`config.mk`:
```
export PLATFORM = sky130hd
export DESIGN_NAME = fetch_ctrl_flat
export DESIGN_NICKNAME = d
export VERILOG_FILES = /design/src/rtl/fetch_ctrl_pkg.sv /design/src/rtl/fetch_ctrl_if.sv /design/src/rtl/fetch_ctrl_sat_counter.sv /design/src/rtl/fetch_ctrl.sv /design/src/flat_wrapper.sv
export SDC_FILE = /design/constraint.sdc
export NUM_CORES = 1
export LEC_CHECK = 0
export CORE_UTILIZATION = 50
export CTS_CLUSTER_DIAMETER = 40
export CTS_CLUSTER_SIZE = 40
export DETAILED_ROUTE_END_ITERATION = 10
export PLACE_DENSITY = 0.79
export SYNTH_ARGS = -nofsm -noshare
export SYNTH_HDL_FRONTEND = slang
export SYNTH_SLANG_ARGS = --single-unit
```
`constraint.sdc`:
```
create_clock -name clock -period 2.5 [get_ports clock]
set_input_delay 0.5 -clock clock [delete_from_list [all_inputs] [get_ports clock]]
set_output_delay 0.5 -clock clock [all_outputs]
set_load 0.005 [all_outputs]
```
`src/rtl/fetch_ctrl_pkg.sv`:
```
// Shared constants and types for the instruction-fetch stage of the 5-stage RISC-V pipeline.
package fetch_ctrl_pkg;

    // Fetch sequencing states: normal fetch plus the three-step miss/refill sequence.
    typedef enum logic [1:0] {
        RUN       = 2'd0,
        MISS_WAIT = 2'd1,
        REFILL    = 2'd2,
        RESUME    = 2'd3
    } fetch_state_e;

    // add x0,x0,x0 - the bubble placed into IF/ID when insert_nop is high.
    localparam logic [31:0] NOP_INSN = 32'h00000033;

    localparam int DEF_MEM_LAT     = 1;
    localparam int DEF_FLUSH_DEPTH = 2;
    localparam int DEF_CNT_W       = 16;

    // Bits needed to hold values 0..max_val (never less than one bit).
    function automatic int cnt_bits(input int max_val);
        return (max_val < 2) ? 1 : $clog2(max_val + 1);
    endfunction

endpackage

```
`src/rtl/fetch_ctrl_if.sv`:
```
// Fetch-stage control bundle: hazard/cache status in, pipeline enables and refill strobe out.
interface fetch_ctrl_if
    import fetch_ctrl_pkg::*;
#(
    parameter int CNT_W = DEF_CNT_W
);
    logic             hit;
    logic             pc_src;
    logic             hazard_stall;
    logic             pc_en;
    logic             if_en;
    logic             insert_nop;
    logic             cache_we;
    logic             busy;
    logic [CNT_W-1:0] miss_count;

    // Pipeline side: supplies cache/branch/hazard status, consumes the enables.
    modport master (
        output hit, pc_src, hazard_stall,
        input  pc_en, if_en, insert_nop, cache_we, busy, miss_count
    );

    // Controller side.
    modport slave (
        input  hit, pc_src, hazard_stall,
        output pc_en, if_en, insert_nop, cache_we, busy, miss_count
    );
endinterface

```
`src/rtl/fetch_ctrl_sat_counter.sv`:
```
// Saturating up-counter with synchronous clear; holds at all-ones once reached.
module sat_counter #(
    parameter int WIDTH = 16
) (
    input  logic             clock,
    input  logic             clear,
    input  logic             inc,
    output logic [WIDTH-1:0] count
);

    // Count up on inc until all-ones, clear has priority.
    always_ff @(posedge clock) begin
        // NOTE: state registers use non-blocking assignment so every flop samples pre-edge values.
        if (clear) begin
            count <= '0;
        end else if (inc && (count != '1)) begin
            count <= count + WIDTH'(1);
        end
    end

endmodule

```
`src/rtl/fetch_ctrl.sv`:
```
// Instruction-fetch sequencing controller: PC/IF-ID enables, branch-flush NOPs and cache-miss refill.
module fetch_ctrl
    import fetch_ctrl_pkg::*;
#(
    parameter int MEM_LAT     = DEF_MEM_LAT,
    parameter int FLUSH_DEPTH = DEF_FLUSH_DEPTH,
    parameter int CNT_W       = DEF_CNT_W
) (
    input  logic         clock,
    input  logic         reset,
    fetch_ctrl_if.slave  fif
);

    localparam int WAIT_W  = cnt_bits(MEM_LAT);
    localparam int FLUSH_W = cnt_bits(FLUSH_DEPTH - 1);

    localparam logic [WAIT_W-1:0]  WAIT_LOAD  = WAIT_W'(MEM_LAT);
    localparam logic [FLUSH_W-1:0] FLUSH_LOAD = FLUSH_W'(FLUSH_DEPTH - 1);

    fetch_state_e       state, state_nxt;
    logic [WAIT_W-1:0]  wait_cnt, wait_nxt;
    logic [FLUSH_W-1:0] flush_cnt, flush_nxt;
    logic               pc_en_c, if_en_c, cache_we_c, miss_inc;
    logic [CNT_W-1:0]   miss_q;

    // State, BRAM wait counter and flush counter registers.
    always_ff @(posedge clock) begin
        if (reset) begin
            state     <= RUN;
            wait_cnt  <= '0;
            flush_cnt <= '0;
        end else begin
            state     <= state_nxt;
            wait_cnt  <= wait_nxt;
            flush_cnt <= flush_nxt;
        end
    end

    // Next-state and Mealy enables; priority is redirect, then miss, then load-use stall.
    always_comb begin
        // NOTE: every signal gets a default first so no path leaves it unassigned (no latches).
        state_nxt  = state;
        wait_nxt   = wait_cnt;
        flush_nxt  = flush_cnt;
        pc_en_c    = 1'b0;
        if_en_c    = 1'b0;
        cache_we_c = 1'b0;
        miss_inc   = 1'b0;

        if (fif.pc_src) begin
            // Redirect wins everywhere: abandon any refill and start a fresh flush window.
            state_nxt = RUN;
            wait_nxt  = '0;
            flush_nxt = FLUSH_LOAD;
            pc_en_c   = 1'b1;
            if_en_c   = 1'b1;
        end else begin
            case (state)
                RUN: begin
                    if (!fif.hit) begin
                        wait_nxt  = WAIT_LOAD;
                        state_nxt = MISS_WAIT;
                        miss_inc  = 1'b1;
                    end else if (flush_cnt != '0) begin
                        // Capture a NOP slot; a NOP has no dependency so the stall is ignored.
                        pc_en_c   = 1'b1;
                        if_en_c   = 1'b1;
                        flush_nxt = flush_cnt - FLUSH_W'(1);
                    end else if (!fif.hazard_stall) begin
                        pc_en_c = 1'b1;
                        if_en_c = 1'b1;
                    end
                end
                MISS_WAIT: begin
                    wait_nxt = wait_cnt - WAIT_W'(1);
                    if (wait_cnt == WAIT_W'(1)) begin
                        state_nxt = REFILL;
                    end
                end
                REFILL: begin
                    cache_we_c = 1'b1;
                    state_nxt  = RESUME;
                end
                RESUME: begin
                    // Gives the cache read port a cycle to present the refilled line.
                    state_nxt = RUN;
                end
                default: begin
                    state_nxt = RUN;
                end
            endcase
        end
    end

    sat_counter #(
        .WIDTH (CNT_W)
    ) u_miss_cnt (
        .clock (clock),
        .clear (reset),
        .inc   (miss_inc),
        .count (miss_q)
    );

    // Outputs are forced low while reset is asserted so nothing leaks during the reset cycle.
    assign fif.pc_en      = !reset && pc_en_c;
    assign fif.if_en      = !reset && if_en_c;
    assign fif.cache_we   = !reset && cache_we_c;
    assign fif.insert_nop = !reset && (fif.pc_src || (flush_cnt != '0));
    assign fif.busy       = !reset && (state != RUN);
    assign fif.miss_count = reset ? '0 : miss_q;

endmodule

```
`src/flat_wrapper.sv`:
```
// flat-port wrapper written by rule: the top's interface ports become plain ports
module fetch_ctrl_flat import fetch_ctrl_pkg::*;
#(
    parameter int MEM_LAT     = DEF_MEM_LAT,
    parameter int FLUSH_DEPTH = DEF_FLUSH_DEPTH,
    parameter int CNT_W       = DEF_CNT_W
)
  (clock, reset, fif_hit, fif_pc_src, fif_hazard_stall, fif_pc_en, fif_if_en, fif_insert_nop, fif_cache_we, fif_busy, fif_miss_count);
  fetch_ctrl_if #(.CNT_W(CNT_W)) fif_i ();
  input  logic clock;
  input  logic reset;
  input wire logic [$bits(fif_i.hit)-1:0] fif_hit;
  input wire logic [$bits(fif_i.pc_src)-1:0] fif_pc_src;
  input wire logic [$bits(fif_i.hazard_stall)-1:0] fif_hazard_stall;
  output wire logic [$bits(fif_i.pc_en)-1:0] fif_pc_en;
  output wire logic [$bits(fif_i.if_en)-1:0] fif_if_en;
  output wire logic [$bits(fif_i.insert_nop)-1:0] fif_insert_nop;
  output wire logic [$bits(fif_i.cache_we)-1:0] fif_cache_we;
  output wire logic [$bits(fif_i.busy)-1:0] fif_busy;
  output wire logic [$bits(fif_i.miss_count)-1:0] fif_miss_count;
  assign fif_i.hit = fif_hit;
  assign fif_i.pc_src = fif_pc_src;
  assign fif_i.hazard_stall = fif_hazard_stall;
  assign fif_pc_en = fif_i.pc_en;
  assign fif_if_en = fif_i.if_en;
  assign fif_insert_nop = fif_i.insert_nop;
  assign fif_cache_we = fif_i.cache_we;
  assign fif_busy = fif_i.busy;
  assign fif_miss_count = fif_i.miss_count;
  fetch_ctrl #(.MEM_LAT(MEM_LAT), .FLUSH_DEPTH(FLUSH_DEPTH), .CNT_W(CNT_W)) u_core (.clock(clock), .reset(reset), .fif(fif_i));
endmodule
```
Figure 1. Metal 2 (run 1).
Scale bar: 20 um.
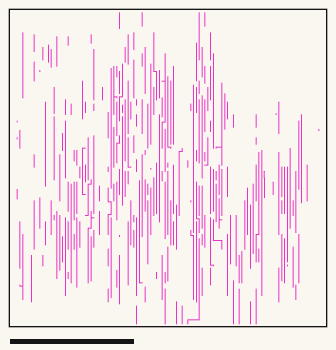
nets with wire on the layer: 168
longest straight run: 23.8 um
wire length on this layer: 1420 um
main direction: vertical
share of all routed wire: 51%

Figure 2. Power grid (run 1).
Scale bar: 20 um. Pins as bars on the die edge.
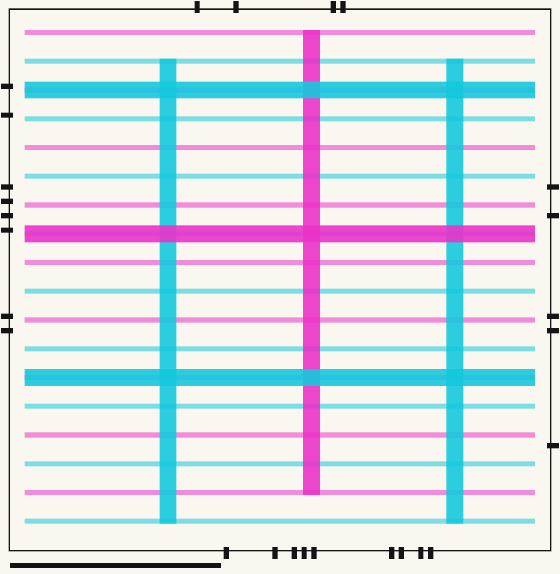
[VSS] cyan
[VDD] magenta
met5 straps: 3
signal pins: 26

==> out/qor.csv, run 1 <==
stage,metric,value,unit
drt,metal2 WL,1420,um
synthesis,most common cell in the synthesized netlist,sky130_fd_sc_hd__dfxtp_1,
drt,wire length on met3,101,um
floorplan,I/O Pins,26,
floorplan,core region area,2230,sq um
worst_setup_path,critical path capture point type,primary output,
final_layout,fraction of final layout cells sized beyond drive strength 1,0.165,
worst_setup_path,length in cells of the worst reg-to-reg path,6,
sta,final total negative setup slack,0,ns
drt,remaining antenna violation count after routing,0,
worst_setup_path,origin of the critical flop-to-flop path,u_core.state[1]$_SDFFE_PP0P_,
place,placed cell areas,1510,sq um
worst_setup_path,R2R Path End,u_core.u_miss_cnt.count[15]$_SDFFE_PP0P_,
global_routing,via count of the first global-routing pass,1116,
sta,clock skew after layout,0.00158,ns
clock_tree,clock sinks,20,
synthesis,dominant combinational cell family by area after synthesis,simple AND/OR/NAND/NOR gates,
synthesis,post-synthesis cell count,147,
global_routing,wire length of the first global-routing pass,4630,um
final_layout,"commonest non-fill, non-tap cell in the layout",sky130_fd_sc_hd__clkdlybuf4s50_1,
final_layout,design area,1560,sq um
clock_tree,CTS tree,done,
flow_run,number of warning messages in the logs,29,
pwr,leakage power of the design,0.559,nW
clock_tree,buffer cell driving the clock tree root,sky130_fd_sc_hd__clkbuf_4,
final_layout,Filler Cell Count,194,
sta,upper clock frequency limit,422,MHz
sta,Worst Tran Pin Value,0.396,ns
synthesis,total cell area reported by yosys after synthesis,1200,sq um
worst_setup_path,Crit. Startpoint,reset,
floorplan,Die Footprint,2610,sq um
clock_tree,total setup buffers inserted after CTS,0,
worst_setup_path,kind of critical path,input port to primary output,
synthesis,mux contribution to synthesized area,0.102,
synthesis,dominant cell type by area after synthesis,sky130_fd_sc_hd__dfxtp_1,
place,DP Cell Count,199,
sta,Tmin final,2.37,ns
synthesis,xor and xnor fraction of the mapped netlist area,0,
floorplan,horizontal extent of the die,51.1,um
sta,worst slew margin relative to its limit,0.733,
final_layout,Biggest register,u_core.u_miss_cnt.count,
synthesis,async set-or-reset flop fraction in the synthesized netlist,0,
final_layout,final core utilization,0.696,
synthesis,adder and majority gate portion of the synthesized area,0.0519,
final_layout,most instantiated logic cells after routing,"sky130_fd_sc_hd__clkdlybuf4s50_1 (23), sky130_fd_sc_hd__dfxtp_1 (20), sky130_fd_sc_hd__nor2_1 (19), sky130_fd_sc_hd__nor2b_1 (15)",
pwr,total power divided by cell area,386,nW/um^2
place,Worst Setup Slack post-DPL,-0.170,ns
global_routing,gr usage total,0.233,
worst_setup_path,CP Data Arrival Time,1.87,ns
synthesis,nets in the synthesized netlist,157,
synthesis,"Distinct cells, synth",31,
floorplan,Pre-Place Util,0.539,
worst_hold_path,HP Start,u_core.wait_cnt$_SDFFE_PP0P_,
synthesis,top area contributor share,0.332,
sta,hold slack final,0.469,ns
final_layout,diode count,0,
final_layout,largest registers ranked by flip-flop count,"u_core.u_miss_cnt.count x16, u_core.state x2",
place,half-perimeter wire length after detailed placement,1980,um
worst_setup_path,capturing element of the worst setup path,fif_miss_count[13],
floorplan,standard-cell rows,17,
status,result of the run,"complete, no violations",
worst_setup_path,crit-path max FO,39,
sta,final cycle utilization of the critical path,0.949,
Figure 3. Met3 routing (run 1).
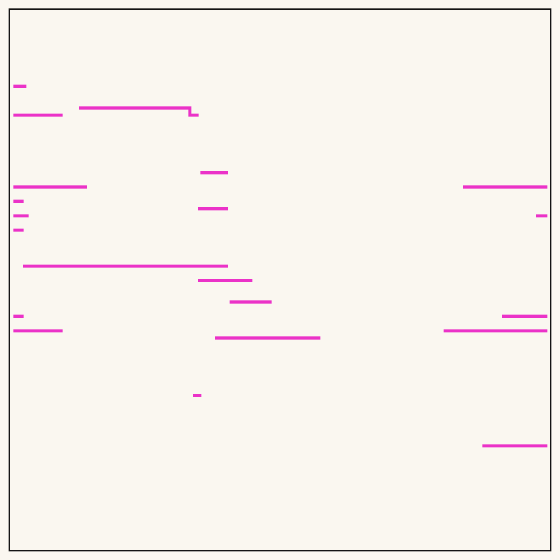
nets with wire on the layer: 18
wire length on this layer: 101 um
detailed-route via count: 1125
met3 capacity usage during global routing: 0.0476
Final Routed Wirelength: 2770 um

run 1: worst max-delay path, stage by stage:
cell and delay (ns):
sky130_fd_sc_hd__clkdlybuf4s50_1 0.44, sky130_fd_sc_hd__buf_12 0.19, sky130_fd_sc_hd__nor2b_1 0.20, sky130_fd_sc_hd__clkdlybuf4s50_1 0.53
run 1: final cells by class:
type	count	area, sq um	share of cell area
flip-flops and latches	20	400	0.257
well taps	28	35.0	0.0225
inverters	6	22.5	0.0145
repair buffers	33	324	0.208
multi-input cells	113	737	0.474
clock buffers	4	36.3	0.0233
run 1: power by group:
| group | internal (mW) | leakage (nW) | switching, mW |
|---|---|---|---|
| clock | 0.0890 | 0.0210 | 0.104 |
| sequential | 0.324 | 0.162 | 0.00487 |
| combinational | 0.0403 | 0.376 | 0.0378 |
Figure 4. Clock routing (run 1).
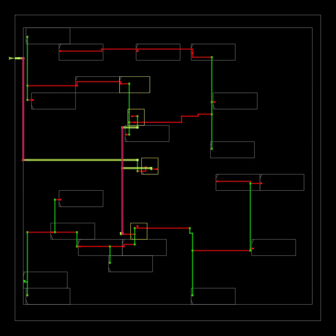

## Run 2: what changed since run 1
--- a/config.mk
+++ b/config.mk
@@ -5,6 +5,7 @@
 export SDC_FILE = /design/constraint.sdc
 export NUM_CORES = 1
 export LEC_CHECK = 0
+export CORE_MARGIN = 2
 export CORE_UTILIZATION = 50
 export CTS_CLUSTER_DIAMETER = 40
 export CTS_CLUSTER_SIZE = 40
Figure 5. Clock routing (run 2).
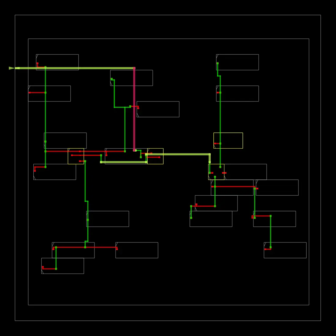
clock buffer instance count of the final layout: 4
clock skew after layout: 0.0111 ns
FFs & Latches: 20
clock sinks: 20

==> run 2 against run 1 <==
Flip-flop count unchanged. Area after synthesis unchanged. Sequential share of layout area unchanged. Routed wire length down 5.8%. Utilization down 0.66 points. Critical path depth unchanged. Critical endpoint is now fif_cache_we. Largest cell class unchanged. Highest routed layer unchanged.
==> out/qor.csv, run 2 <==
stage,metric,value,unit,change
sta,hold slack final,0.478,ns,+0.00918 ns
place,half-perimeter wire length after detailed placement,1940,um,-2.4%
clock_tree,total setup buffers inserted after CTS,0,,unchanged
synthesis,total cell area reported by yosys after synthesis,1200,sq um,unchanged
worst_setup_path,crit-path max FO,25,,-36%
final_layout,most instantiated logic cells after routing,"sky130_fd_sc_hd__clkdlybuf4s50_1 (23), sky130_fd_sc_hd__dfxtp_1 (20), sky130_fd_sc_hd__nor2_1 (19), sky130_fd_sc_hd__nor2b_1 (15)",,
drt,detailed-route via count,1098,,-2.4%
final_layout,relative area of clock buffers and inverters in the final design,0.0233,,unchanged
global_routing,gr usage total,0.217,,-0.0159
final_layout,proportion of final cell area spent on non-clock buffers,0.211,,+0.00241
clock_tree,buffer cell driving the clock tree root,sky130_fd_sc_hd__clkbuf_4,,
pwr,clock-net power,0.184,mW,-5%
pwr,leakage power of the design,0.569,nW,+1.7%
final_layout,dominant kind of cell,multi-input combinational cells,,
final_layout,"commonest non-fill, non-tap cell in the layout",sky130_fd_sc_hd__clkdlybuf4s50_1,,
flow_run,number of warning messages in the logs,29,,unchanged
worst_setup_path,critical path buffer and inverter count,3,,unchanged
pwr,switching share of power,0.232,,-0.0123
worst_setup_path,cell seen most often among critical-path stages,sky130_fd_sc_hd__clkdlybuf4s50_1,,
final_layout,register share of the cell area,0.257,,unchanged
synthesis,dominant cell type by area after synthesis,sky130_fd_sc_hd__dfxtp_1,,
pwr,total power divided by cell area,379,nW/um^2,-1.7%
pwr,share of power burned in combinational logic,0.130,,about the same
worst_setup_path,delay of the slowest critical-path stage,0.53,ns,about the same
place,DP Cell Count,200,,+0.50%
clock_tree,CTS tree,done,,
drt,wire length on met3,134,um,+33%
synthesis,mux contribution to synthesized area,0.102,,unchanged
final_layout,final core utilization,0.690,,-0.00657
status,result of the run,"complete, no violations",,
synthesis,dominant combinational cell family by area after synthesis,simple AND/OR/NAND/NOR gates,,
worst_setup_path,CP Data Arrival Time,1.87,ns,about the same
worst_setup_path,cell family with the largest share of critical-path delay,buffers and inverters,,
floorplan,Pre-Place Util,0.534,,-0.00509
floorplan,core region area,2250,sq um,+0.95%
pwr,power attributed to sequential cells,0.329,mW,about the same
pwr,combinational-cell power consumption,0.0765,mW,-2%
final_layout,Biggest register,u_core.u_miss_cnt.count,,
floorplan,standard-cell rows,17,,unchanged
synthesis,nets in the synthesized netlist,157,,unchanged
floorplan,horizontal extent of the die,53.1,um,+3.9%
synthesis,async set-or-reset flop fraction in the synthesized netlist,0,,unchanged
worst_setup_path,"Cell Chain, Critical Path",clkdlybuf4s50_1 -> buf_12 -> nor3b_1 -> clkdlybuf4s50_1,,
sta,Worst Tran Pin Value,0.469,ns,+0.0730 ns
final_layout,Filler Cell Count,199,,+2.6%
synthesis,xor and xnor fraction of the mapped netlist area,0,,unchanged
drt,metal2 WL,1190,um,-16%
pwr,Reg power frac,0.557,,+0.009
synthesis,top area contributor share,0.332,,unchanged
synthesis,post-synthesis cell count,147,,unchanged
sta,worst slew margin relative to its limit,0.684,,-0.0491
pwr,Internal,0.453,mW,-0.15%
sta,Tmin final,2.37,ns,-0.000384 ns
global_routing,via count of the first global-routing pass,1073,,-3.9%
final_layout,area taken by flip-flops and latches,400,sq um,unchanged
final_layout,largest registers ranked by flip-flop count,"u_core.u_miss_cnt.count x16, u_core.state x2",,
pwr,group drawing the most power,registers,,
place,Worst Setup Slack post-DPL,-0.185,ns,-0.0148 ns
floorplan,tap cells,28,,unchanged
Figure 6. Power grid (run 2).
Scale bar: 20 um. Pins as bars on the die edge.
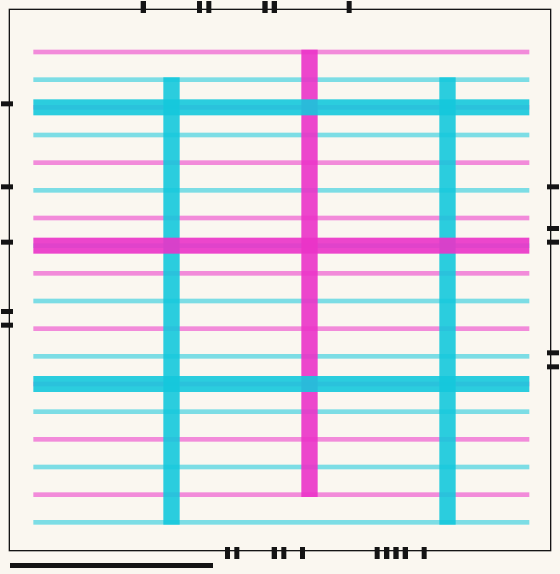
[VSS] cyan
[VDD] magenta
rows: 17
met5 straps: 3
met4 straps: 3
met1 rails: 18

==> run 2: final timing paths <==
| check | startpoint | to | slack (ns) | cells after the start |
|---|---|---|---|---|
| max | reset | fif_cache_we | 0.13 | 4 |
| min | u_core.wait_cnt$_SDFFE_PP0P_ | u_core.wait_cnt$_SDFFE_PP0P_ | 0.48 | 2 |
| max reg2reg | u_core.state[1]$_SDFFE_PP0P_ | u_core.u_miss_cnt.count[15]$_SDFFE_PP0P_ | 0.16 | 6 |
| min reg2reg | u_core.wait_cnt$_SDFFE_PP0P_ | u_core.wait_cnt$_SDFFE_PP0P_ | 0.48 | 2 |
==> run 2: layer usage <==
metal / GRT usage / vias to the layer above
met3: 0.0565 / 4
li1: - / 576
met5: 0 / -
met2: 0.354 / 32
met1: 0.278 / 486
met4: 0.0641 / 0
No activity file was given, so power comes from the tool's default toggle rates.
